`src/rtl/rv32i_mem_pkg.sv`:
```
`default_nettype none
// ============================================================================
//  Module : rv32i_mem_pkg
//  Brief  : Shared funct3 codes, port FSM states and byte-enable helper for
//           the RV32I data-memory port.
//  Rev    : 1.0  initial release
// ============================================================================
package rv32i_mem_pkg;

    localparam logic [2:0] F3_LB  = 3'b000;
    localparam logic [2:0] F3_LH  = 3'b001;
    localparam logic [2:0] F3_LW  = 3'b010;
    localparam logic [2:0] F3_LBU = 3'b100;
    localparam logic [2:0] F3_LHU = 3'b101;

    typedef enum logic [1:0] {
        IDLE = 2'd0,
        REQ  = 2'd1,
        DONE = 2'd2
    } dmem_state_t;

    function automatic logic [3:0] store_be(input logic [2:0] funct3, input logic [1:0] off);
        case (funct3)
            F3_LB:   store_be = 4'b0001 << off;
            F3_LH:   store_be = 4'b0011 << off;
            default: store_be = 4'b1111;
        endcase
    endfunction

endpackage
`default_nettype wire

```
`src/rtl/load_formatter_rv32i.sv`:
```
`default_nettype none
// ============================================================================
//  Module : load_formatter_rv32i
//  Brief  : Selects the addressed byte/half of a raw bus word and sign- or
//           zero-extends it to 32 bits.
//  Rev    : 1.0  initial release
// ============================================================================
module load_formatter_rv32i
    import rv32i_mem_pkg::*;
(
    input  logic [31:0] i_raw_word,
    input  logic [1:0]  i_offset,
    input  logic [2:0]  i_funct3,
    output logic [31:0] o_result
);

    logic [31:0] w_shifted;
    logic [7:0]  w_byte;
    logic [15:0] w_half;

    assign w_shifted = i_raw_word >> {i_offset, 3'b000};
    assign w_byte    = w_shifted[7:0];
    assign w_half    = i_offset[1] ? i_raw_word[31:16] : i_raw_word[15:0];

    always_comb begin
        o_result = i_raw_word;
        case (i_funct3)
            F3_LB:   o_result = {{24{w_byte[7]}}, w_byte};
            F3_LBU:  o_result = {24'd0, w_byte};
            F3_LH:   o_result = {{16{w_half[15]}}, w_half};
            F3_LHU:  o_result = {16'd0, w_half};
            default: o_result = i_raw_word;
        endcase
    end

endmodule
`default_nettype wire

```
`src/rtl/data_mem_port_rv32i.sv`:
```
`default_nettype none
// ============================================================================
//  Module : data_mem_port_rv32i
//  Brief  : M-stage data-memory port: turns a load/store into a req/ack bus
//           cycle with lane formatting, load extension and an ack watchdog.
//  Rev    : 1.0  initial release
// ============================================================================
module data_mem_port_rv32i
    import rv32i_mem_pkg::*;
#(
    parameter int ADDR_W      = 32,
    parameter int ACK_TIMEOUT = 255
) (
    input  logic              clk,
    input  logic              rst,
    input  logic              mem_read_M,
    input  logic              mem_write_M,
    input  logic [2:0]        funct3_M,
    input  logic [ADDR_W-1:0] addr_M,
    input  logic [31:0]       wdata_M,
    input  logic              enable_memory,
    output logic              mem_transaction,
    output logic              data_ready,
    output logic [31:0]       rdata_M,
    output logic              misaligned_M,
    output logic              bus_error,
    output logic              bus_req,
    output logic              bus_we,
    output logic [ADDR_W-1:0] bus_addr,
    output logic [31:0]       bus_wdata,
    output logic [3:0]        bus_be,
    input  logic              bus_ack,
    input  logic [31:0]       bus_rdata
);

    localparam int c_WD_W = (ACK_TIMEOUT > 0) ? $clog2(ACK_TIMEOUT + 1) : 1;
    localparam logic [c_WD_W-1:0] c_WD_LAST = (ACK_TIMEOUT > 0) ? c_WD_W'(ACK_TIMEOUT - 1) : '0;
    localparam logic [c_WD_W-1:0] c_WD_MAX  = '1;

    dmem_state_t       r_state, w_next;
    logic [1:0]        r_off;
    logic [2:0]        r_funct3;
    logic [c_WD_W-1:0] r_wd_cnt;
    logic              w_bad;
    logic              w_wd_expire;
    logic [31:0]       w_store_data;
    logic [31:0]       w_load_data;

    // Byte-half/byte stores are legal only with the signed funct3 codes.
    always_comb begin
        w_bad = 1'b0;
        case (funct3_M)
            F3_LB:   w_bad = 1'b0;
            F3_LBU:  w_bad = mem_write_M;
            F3_LH:   w_bad = addr_M[0];
            F3_LHU:  w_bad = addr_M[0] | mem_write_M;
            F3_LW:   w_bad = (addr_M[1:0] != 2'b00);
            default: w_bad = 1'b1;
        endcase
    end

    assign misaligned_M    = (mem_read_M | mem_write_M) & w_bad;
    assign mem_transaction = (mem_read_M | mem_write_M) & ~misaligned_M;

    // Expiry fires on the ACK_TIMEOUT-th REQ cycle.
    assign w_wd_expire = (ACK_TIMEOUT != 0) && (r_wd_cnt >= c_WD_LAST);

    always_comb begin
        w_store_data = wdata_M;
        case (funct3_M)
            F3_LB:   w_store_data = {4{wdata_M[7:0]}};
            F3_LH:   w_store_data = {2{wdata_M[15:0]}};
            default: w_store_data = wdata_M;
        endcase
    end

    load_formatter_rv32i u_load_formatter (
        .i_raw_word (bus_rdata),
        .i_offset   (r_off),
        .i_funct3   (r_funct3),
        .o_result   (w_load_data)
    );

    always_ff @(posedge clk or posedge rst) begin
        if (rst) r_state <= IDLE;
        else     r_state <= w_next;
    end

    always_comb begin
        w_next = r_state;
        case (r_state)
            IDLE:    if (mem_transaction)        w_next = REQ;
            REQ:     if (bus_ack || w_wd_expire) w_next = DONE;
            DONE:    if (enable_memory)          w_next = IDLE;
            default:                             w_next = IDLE;
        endcase
    end

    always_ff @(posedge clk or posedge rst) begin
        if (rst) begin
            bus_req    <= 1'b0;
            bus_we     <= 1'b0;
            bus_addr   <= '0;
            bus_wdata  <= '0;
            bus_be     <= '0;
            data_ready <= 1'b0;
            rdata_M    <= '0;
            bus_error  <= 1'b0;
            r_off      <= '0;
            r_funct3   <= '0;
            r_wd_cnt   <= '0;
        end else begin
            case (r_state)
                IDLE: begin
                    if (mem_transaction) begin
                        bus_req   <= 1'b1;
                        bus_we    <= mem_write_M;
                        bus_addr  <= {addr_M[ADDR_W-1:2], 2'b00};
                        bus_be    <= mem_write_M ? store_be(funct3_M, addr_M[1:0]) : 4'b1111;
                        bus_wdata <= w_store_data;
                        r_off     <= addr_M[1:0];
                        r_funct3  <= funct3_M;
                        r_wd_cnt  <= '0;
                    end
                end
                REQ: begin
                    if (bus_ack) begin
                        bus_req    <= 1'b0;
                        rdata_M    <= bus_we ? 32'd0 : w_load_data;
                        data_ready <= 1'b1;
                    end else if (w_wd_expire) begin
                        bus_req    <= 1'b0;
                        rdata_M    <= 32'd0;
                        bus_error  <= 1'b1;
                        data_ready <= 1'b1;
                    end else if (r_wd_cnt != c_WD_MAX) begin
                        r_wd_cnt <= r_wd_cnt + c_WD_W'(1);
                    end
                end
                DONE: begin
                    if (enable_memory) data_ready <= 1'b0;
                end
                default: ;
            endcase
        end
    end

endmodule
`default_nettype wire

```
`config.mk`:
```
export PLATFORM = sky130hd
export DESIGN_NAME = data_mem_port_rv32i
export DESIGN_NICKNAME = d
export VERILOG_FILES = /design/src/rtl/rv32i_mem_pkg.sv /design/src/rtl/load_formatter_rv32i.sv /design/src/rtl/data_mem_port_rv32i.sv
export SDC_FILE = /design/constraint.sdc
export NUM_CORES = 1
export LEC_CHECK = 0
export CAP_MARGIN = 0
export CELL_PAD_IN_SITES_DETAIL_PLACEMENT = 0
export CELL_PAD_IN_SITES_GLOBAL_PLACEMENT = 1
export CORE_ASPECT_RATIO = 0.7
export CORE_UTILIZATION = 36
export DETAILED_ROUTE_END_ITERATION = 8
export PLACE_DENSITY_LB_ADDON = 0.1
export SYNTH_ARGS = -nofsm -noshare
export SYNTH_HDL_FRONTEND = slang
export SYNTH_HIERARCHICAL = 1
export SYNTH_SLANG_ARGS = --single-unit
```
`constraint.sdc`:
```
create_clock -name clk -period 11.74 [get_ports clk]
set_clock_uncertainty 0.15 [all_clocks]
set_input_delay 1.761 -clock clk [delete_from_list [all_inputs] [get_ports clk]]
set_output_delay 1.761 -clock clk [all_outputs]
set_load 0.02 [all_outputs]
```
### Sizing map, run 1

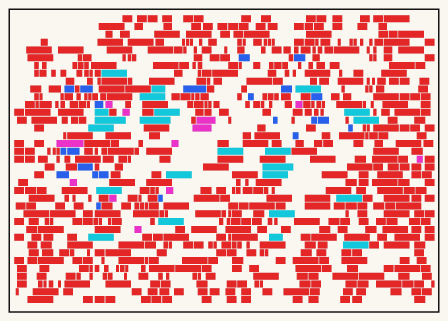
Key: _6 and larger = cyan [cells 23, most used clkbuf_16]; _0 and _1 cells = red [cells 648, most used clkdlybuf4s50_1]; _2 cells = blue [cells 22, most used mux2_2]; _3 and _4 cells = magenta [cells 12, most used buf_4]

### Congestion heat map, run 1

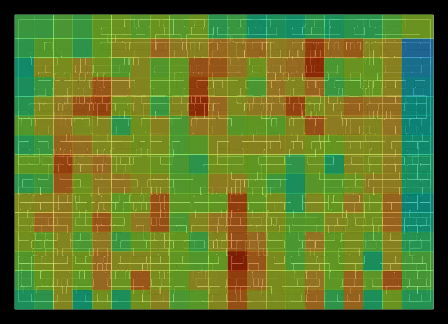
busiest metal layer after global routing: met2
overall track demand over capacity in global routing: 20.5%

### Wire density map, run 1

Scale bar: 50 µm. 30 x 21 tiles, from dark purple (low) to yellow (high), scaled to the fullest tile. Values are wire area over tile area, all layers added.
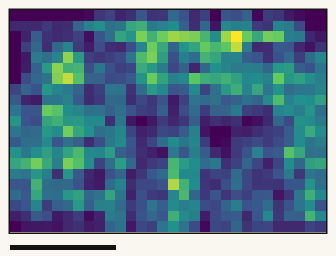
18% of the tiles are over half the peak. The fullest tile reaches 0.48. The mean over all tiles is 0.16. 3.8% of the tiles are nearly empty. The densest ninth of the die: north.

==> run 1: stage by stage <==
stage | std cells | instance area (µm²) | worst slack, ns | utilization, %
6_report | 900 | 8300 | 5.69 | 56.2
5_1_grt | 900 | 8300 | 5.51 | 56.2
4_1_cts | 900 | 8300 | 5.68 | 56.2
2_1_floorplan | 489 | 5460 | 6.73 | -
3_5_place_dp | 868 | 7700 | 5.70 | 52.1
3_3_place_gp | 868 | 7700 | 5.78 | 52.1
==> run 1: sequential cells by signal, indices dropped and copies added, names as in the netlist <==
name        count
bus_addr       30
bus_wdata      32
bus_req         1
bus_we          1
bus_be          4
r_state         2
r_wd_cnt        8
rdata_M        32
r_off           2
r_funct3        3
data_ready      1
bus_error       1
==> run 1: cell usage in the layout (no fill, tap or decap), types with 4 or more instances in the layout <==
cell	count
sky130_fd_sc_hd__mux2i_1	28
sky130_fd_sc_hd__o21ai_1	24
sky130_fd_sc_hd__dfrtp_1	117
sky130_fd_sc_hd__nand2_1	81
sky130_fd_sc_hd__a31oi_1	4
sky130_fd_sc_hd__o21ai_0	20
sky130_fd_sc_hd__mux2_2	5
sky130_fd_sc_hd__clkinv_2	4
sky130_fd_sc_hd__nor2b_1	7
sky130_fd_sc_hd__nand3_1	5
sky130_fd_sc_hd__a22oi_1	8
sky130_fd_sc_hd__mux2_1	45
sky130_fd_sc_hd__a21oi_1	15
sky130_fd_sc_hd__a22o_1	32
sky130_fd_sc_hd__clkdlybuf4s50_1	208
sky130_fd_sc_hd__o22a_1	4
sky130_fd_sc_hd__clkbuf_16	17
sky130_fd_sc_hd__nor2_1	16
sky130_fd_sc_hd__buf_4	6
==> run 1: power breakdown <==
part / internal, mW / switching (mW)
Clock: 0.349 / 0.181
Combinational: 0.458 / 0.477
Sequential: 0.571 / 0.112
==> run notes, run 1 <==
Notes on the flow run.

- The via count of the first global-routing pass is between 4,000 and 5,000, for reference.
- Ranked by total cell area, the synthesized netlist is headed by sky130_fd_sc_hd__dfrtp_1 (54%), sky130_fd_sc_hd__mux2_1 (9.3%), sky130_fd_sc_hd__nand2_1 (5.6%), sky130_fd_sc_hd__a22o_1 (5.1%), sky130_fd_sc_hd__mux2i_1 (5.1%).
- The overall die size recorded for this design is 0.0157 mm².
- The worst max-slew margin expressed relative to the limit is 34.1%, for reference.
- In the final report, the number of hold violations comes to 0.
- The count of nets after finishing is 799, for reference.
- STA classifies the critical path startpoint as an input pin.
- The synthesized netlist devotes 0% of its cell area to XOR and XNOR gates.
- Summing every instance area after synthesis gives around 0.0055 mm².
- The fraction of the yosys area taken by sequential cells is about 54%, for reference.
- The report gives the cell count of the worst hold path as 1.
- Yosys reports that the most numerous cell types are sky130_fd_sc_hd__dfrtp_1 (117), sky130_fd_sc_hd__nand2_1 (81), sky130_fd_sc_hd__mux2_1 (45).
- Pin placement for this block handled 211 I/O pins.
- The number of pins exceeding their max-slew limit in the final report is 0, for reference.
- Counting the fill cells in the layout gives ~1,300.
- After detailed routing, the met2 layer carries 6630 µm of wire.
- The cell sequence reported for the critical path is clkdlybuf4s50_1 > nor4_2 > nor2_1 > nor2_1 > clkdlybuf4s50_1.
- Per the synth stats, the proportion of register bits with asynchronous set or reset is 100%.
- The HPWL after detailed placement is 10,900 µm, for reference.
- From bottom edge to top edge, the die measures 105 µm.
- The total via count after detailed routing is 4,516, for reference.
- The detailed router used layers up to and including met4.
- In this design, the largest share of critical-path delay is due to buffers and inverters.
- Looking at the setup timing report, the critical path kind is in2out.
- The global route stage reports its total congestion overflow as 0.
- OpenROAD reports that the post-layout worst path occupies 51.6% of the period.
- For this design, Yosys synthesis ends with a cell count of 488.
- The run finished with clean final reports.
- The capture point of the worst register-to-register path is recorded as r_wd_cnt[1].
- Along the worst path, the maximum fanout reaches 14.
- The flow reports an fmax of 165 MHz.
- The report lists the number of cells resized after CTS as 0.
- The largest contributor to cell area by class is sequential cells, for reference.
- For the final routed database, the setup TNS stands at 0 ns.
- In the global route stage, met2 resource usage came out at 29.3%.
- The top cell type by total area after synthesis is sky130_fd_sc_hd__dfrtp_1, for reference.
- TritonCTS built the clock tree.
## Run 2: what changed since run 1
--- a/config.mk
+++ b/config.mk
@@ -9,7 +9,7 @@
 export CELL_PAD_IN_SITES_DETAIL_PLACEMENT = 0
 export CELL_PAD_IN_SITES_GLOBAL_PLACEMENT = 1
 export CORE_ASPECT_RATIO = 0.7
-export CORE_UTILIZATION = 36
+export CORE_UTILIZATION = 33
 export DETAILED_ROUTE_END_ITERATION = 8
 export PLACE_DENSITY_LB_ADDON = 0.1
 export SYNTH_ARGS = -nofsm -noshare
==> constraint.sdc (replaced) <==
create_clock -name clk -period 5.64 [get_ports clk]
set_clock_uncertainty 0.15 [all_clocks]
set_input_delay 0.846 -clock clk [delete_from_list [all_inputs] [get_ports clk]]
set_output_delay 0.846 -clock clk [all_outputs]
set_load 0.02 [all_outputs]
### Sizing map, run 2

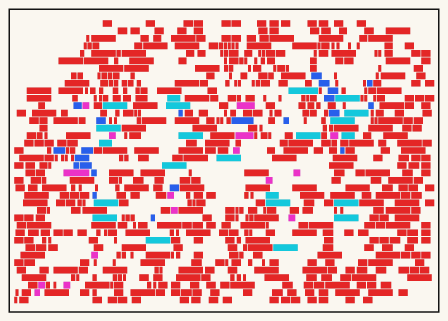
Key: _0 and _1 cells = red [cells 648, most used clkdlybuf4s50_1]; _2 cells = blue [cells 22, most used mux2_2]; _6 and larger = cyan [cells 22, most used clkbuf_16]; _3 and _4 cells = magenta [cells 16, most used buf_4]

### Congestion heat map, run 2

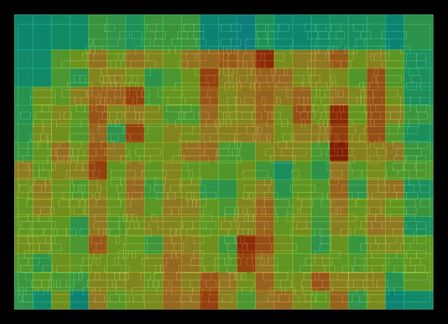
post-layout util: 52.5%
overall track demand over capacity in global routing: 19.5%
fraction of met2 tracks used by global routing: 30.5%
met3 track demand over resource in global routing: 5.28%
global routing met1 resource utilization: 26.3%

### Placed cells, one colour a class, run 2

Scale bar: 50 µm.
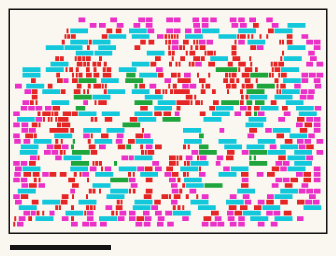
Key: combinational and other logic = red [cells 342, share of their area 30%]; flops = cyan [cells 117, share of their area 36%]; clock drivers and dummy loads = green [cells 32, share of their area 7.0%]; other buffers and delay cells = magenta [cells 217, share of their area 27%]

==> run notes, run 2 <==
Notes on the flow run.

- The async set-reset flop share out of synthesis came to 100% (unchanged).
- The script logs the ratio of routed vias to standard cells as about 5.0.
- The worst min-delay path class is reg2reg, for reference.
- The end point of the critical path is mem_transaction, for reference.
- The worst max-slew margin expressed relative to the limit came to 38.6% (+4.5 points).
- The fraction of the yosys area taken by sequential cells is 53.6% (unchanged), for reference.
- The HPWL after detailed placement is 11,700 µm (+7.1%), for reference.
- The number of max-cap violations is 0, for reference.
- In the final layout, the share of cells above drive strength 1 is about 8.5%.
- The number of buffers inserted by port buffering is 208, for reference.
- The die is 156 µm wide.
- The vertical extent of the die is 110 µm (+4.4%), for reference.
- Total power for the finished layout comes to 4.42 mW.
- The first global-routing pass estimated 25,200 µm of wire.
- The total via count after detailed routing is 4,610 (+2.1%), for reference.
- The mean cell area of the mapped netlist is ~11 µm², for reference.
- The longest incremental delay of any stage on the critical path is reported as ~0.85 ns.
- STA classifies the critical path startpoint as an input pin.
- The routability congestion estimate from global placement is 0.824, for reference.
- Measured against the total synthesized area, the mux share comes to 15.9%.
- The distinct cell type count of the synthesized netlist is 47, for reference.
- The most instantiated logic cell after routing is sky130_fd_sc_hd__clkdlybuf4s50_1, for reference.
- The number of antenna violations at the first check in global routing is 0, for reference.
- The final critical path takes up 74.1% of the cycle.
- The cell type of the slowest stage on the worst timing path is sky130_fd_sc_hd__clkdlybuf4s50_1, for reference.
- The area share of xor/xnor cells in the synthesized design is 0% (unchanged).
- The final critical-path setup slack is 1.46 ns (-4.22 ns), for reference.
- The number of cells in Yosys stat was 488 (unchanged).
- The number of buffers added by the clock tree synthesis step is 17, for reference.
- The via count of the first global-routing pass is 4,670 (+4.1%), for reference.
- The maximum fanout along the worst path is 14 (unchanged), for reference.
- The post-synthesis instance area is 0.00546 mm² (unchanged), for reference.
- The overall overflow remaining after global route is 0 (unchanged), for reference.
- The number of top-level pins came to 211 (unchanged).
- By instance count after routing, the leading logic cell types are sky130_fd_sc_hd__clkdlybuf4s50_1 (208), sky130_fd_sc_hd__dfrtp_1 (117), sky130_fd_sc_hd__nand2_1 (81).
- The setup path with the least slack is of type in2out.
- The post-synth register bit count is between 100 and 150.
- Of all cell types, the one taking the most synthesized area is sky130_fd_sc_hd__dfrtp_1.
- The total placed instance area is 0.00775 mm² (+0.70%), for reference.
- The biggest combinational cell group after synthesis is multiplexers, for reference.
- The full die area is 0.0171 mm² (+8.9%), for reference.
- The run finished with clean final reports.
- The total of warnings raised by yosys is 6, for reference.
- STA lists the endpoint of the worst register-to-register path as rdata_M[2].
- In this run the critical path is formed by clkdlybuf4s50_1 > nor4_2 > nor2_1 > nor2_1 > clkdlybuf4s50_1.
- The number of hold violations in the final report was 0 (unchanged).
- The number of pins exceeding their max-slew limit in the final report is 0 (unchanged), for reference.
- At the worst endpoint, the required time is 4.64 ns.
- The total negative slack for setup checks is 0 ns (unchanged), for reference.
- The placed cell count was 896 (+3.2%).
- The most common cell in the synthesized netlist is sky130_fd_sc_hd__dfrtp_1.
- Setup repair after global routing left no endpoint under its margin.
- The count of filler cells inserted in the layout is 1,444 (+9.2%).
- The count of nets after finishing came to 802 (+0.38%).
- The worst setup path is captured at an output pin.
- Counting instances in the post-synthesis netlist gives the leading cell types as sky130_fd_sc_hd__dfrtp_1 (117), sky130_fd_sc_hd__nand2_1 (81), sky130_fd_sc_hd__mux2_1 (45).
- The routing layer with the top usage in global route is met2, for reference.
- The filler-free cell count of the finished design is 928 (+3.1%), for reference.
- TritonCTS built the clock tree.
- The post-layout instance area is 0.00832 mm² (+0.20%).
- The largest registers in the layout are bus_wdata (32), rdata_M (32), bus_addr (30).
- The number of warning messages in the logs is 27, for reference.
- In this run the static leakage power is 3.54 nW.
- The clock net sink count is between 100 and 150, for reference.
- The area of the multi-input gates is 0.00238 mm², for reference.
- According to the floorplan report, the placeable core area is between 0.015 and 0.02 mm².
- The AND-OR/OR-AND share of the synthesized area is 15.8%, for reference.
- The setup slack after placement came to 1.42 ns (-4.28 ns).
- The fraction of post-synthesis cell area in the top cell type by area is between 50% and 60%, for reference.
- According to the Yosys statistics, the synthesized design has a chip area of 0.00546 mm².
- The highest clock rate this design can be run at is 239 MHz.
- The count of instances resized after the clock tree is built is 0 (unchanged), for reference.
- After synthesis, the cell types taking the most area are sky130_fd_sc_hd__dfrtp_1 (54%), sky130_fd_sc_hd__mux2_1 (9.3%), sky130_fd_sc_hd__nand2_1 (5.6%), sky130_fd_sc_hd__a22o_1 (5.1%), sky130_fd_sc_hd__mux2i_1 (5.1%).
## run 2: cell types whose count changed in the layout (fill, tap and decap cells not counted)
cell / delta
sky130_fd_sc_hd__clkbuf_8: +1
sky130_fd_sc_hd__bufinv_16: -2
sky130_fd_sc_hd__clkinv_4: +1
sky130_fd_sc_hd__buf_4: +3
## run 2: layer usage
metal | part of all wire [%] | routed length (µm)
met5 | 0 | 0
met4 | 0.86 | 138
met3 | 6.8 | 1090
met2 | 45 | 7270
met1 | 47 | 7600
## run 2: power by group
group	leakage (nW)	total, mW	internal (mW)	switching (mW)
sequential	1.45	1.42	1.19	0.233
combinational	1.82	1.97	0.957	1.02
clock	0.276	1.02	0.650	0.374
## run 2: layout make-up
class,instances,area share (%)
Sequential cell,117,35.2
Multi-Input combinational cell,338,28.6
Timing Repair Buffer,217,25.9
Clock buffer,24,5.91
Tap cell,220,3.31
Clock inverter,8,0.888
Inverter,4,0.211
## run 2: worst min-delay path by stage
stage / slack [ns] / startpoint / depth (start not counted) / end
after CTS: 0.33 / bus_error / 1 / bus_error
after global routing: 0.34 / bus_error / 1 / bus_error
after detailed placement: 0.31 / bus_error / 1 / bus_error
final: 0.33 / bus_error / 1 / bus_error
after floorplan: 0.30 / r_wd_cnt[6] / 1 / r_wd_cnt[6]
after global placement: 0.30 / bus_error / 1 / bus_error
## run 2: stage by stage
stage,hold slack [ns],util (%)
detailed placement,0.309,48.9
global placement,0.299,48.9
finish,0.327,52.5
floorplan,0.303,-
CTS,0.331,52.5
global route,0.343,52.5
## run 2: critical path, delay by kind of cell
kind          cells  cell delay [ns]
buf+inv           2             1.47
simple gates      3             0.86
Power and IR drop assume default switching activity.
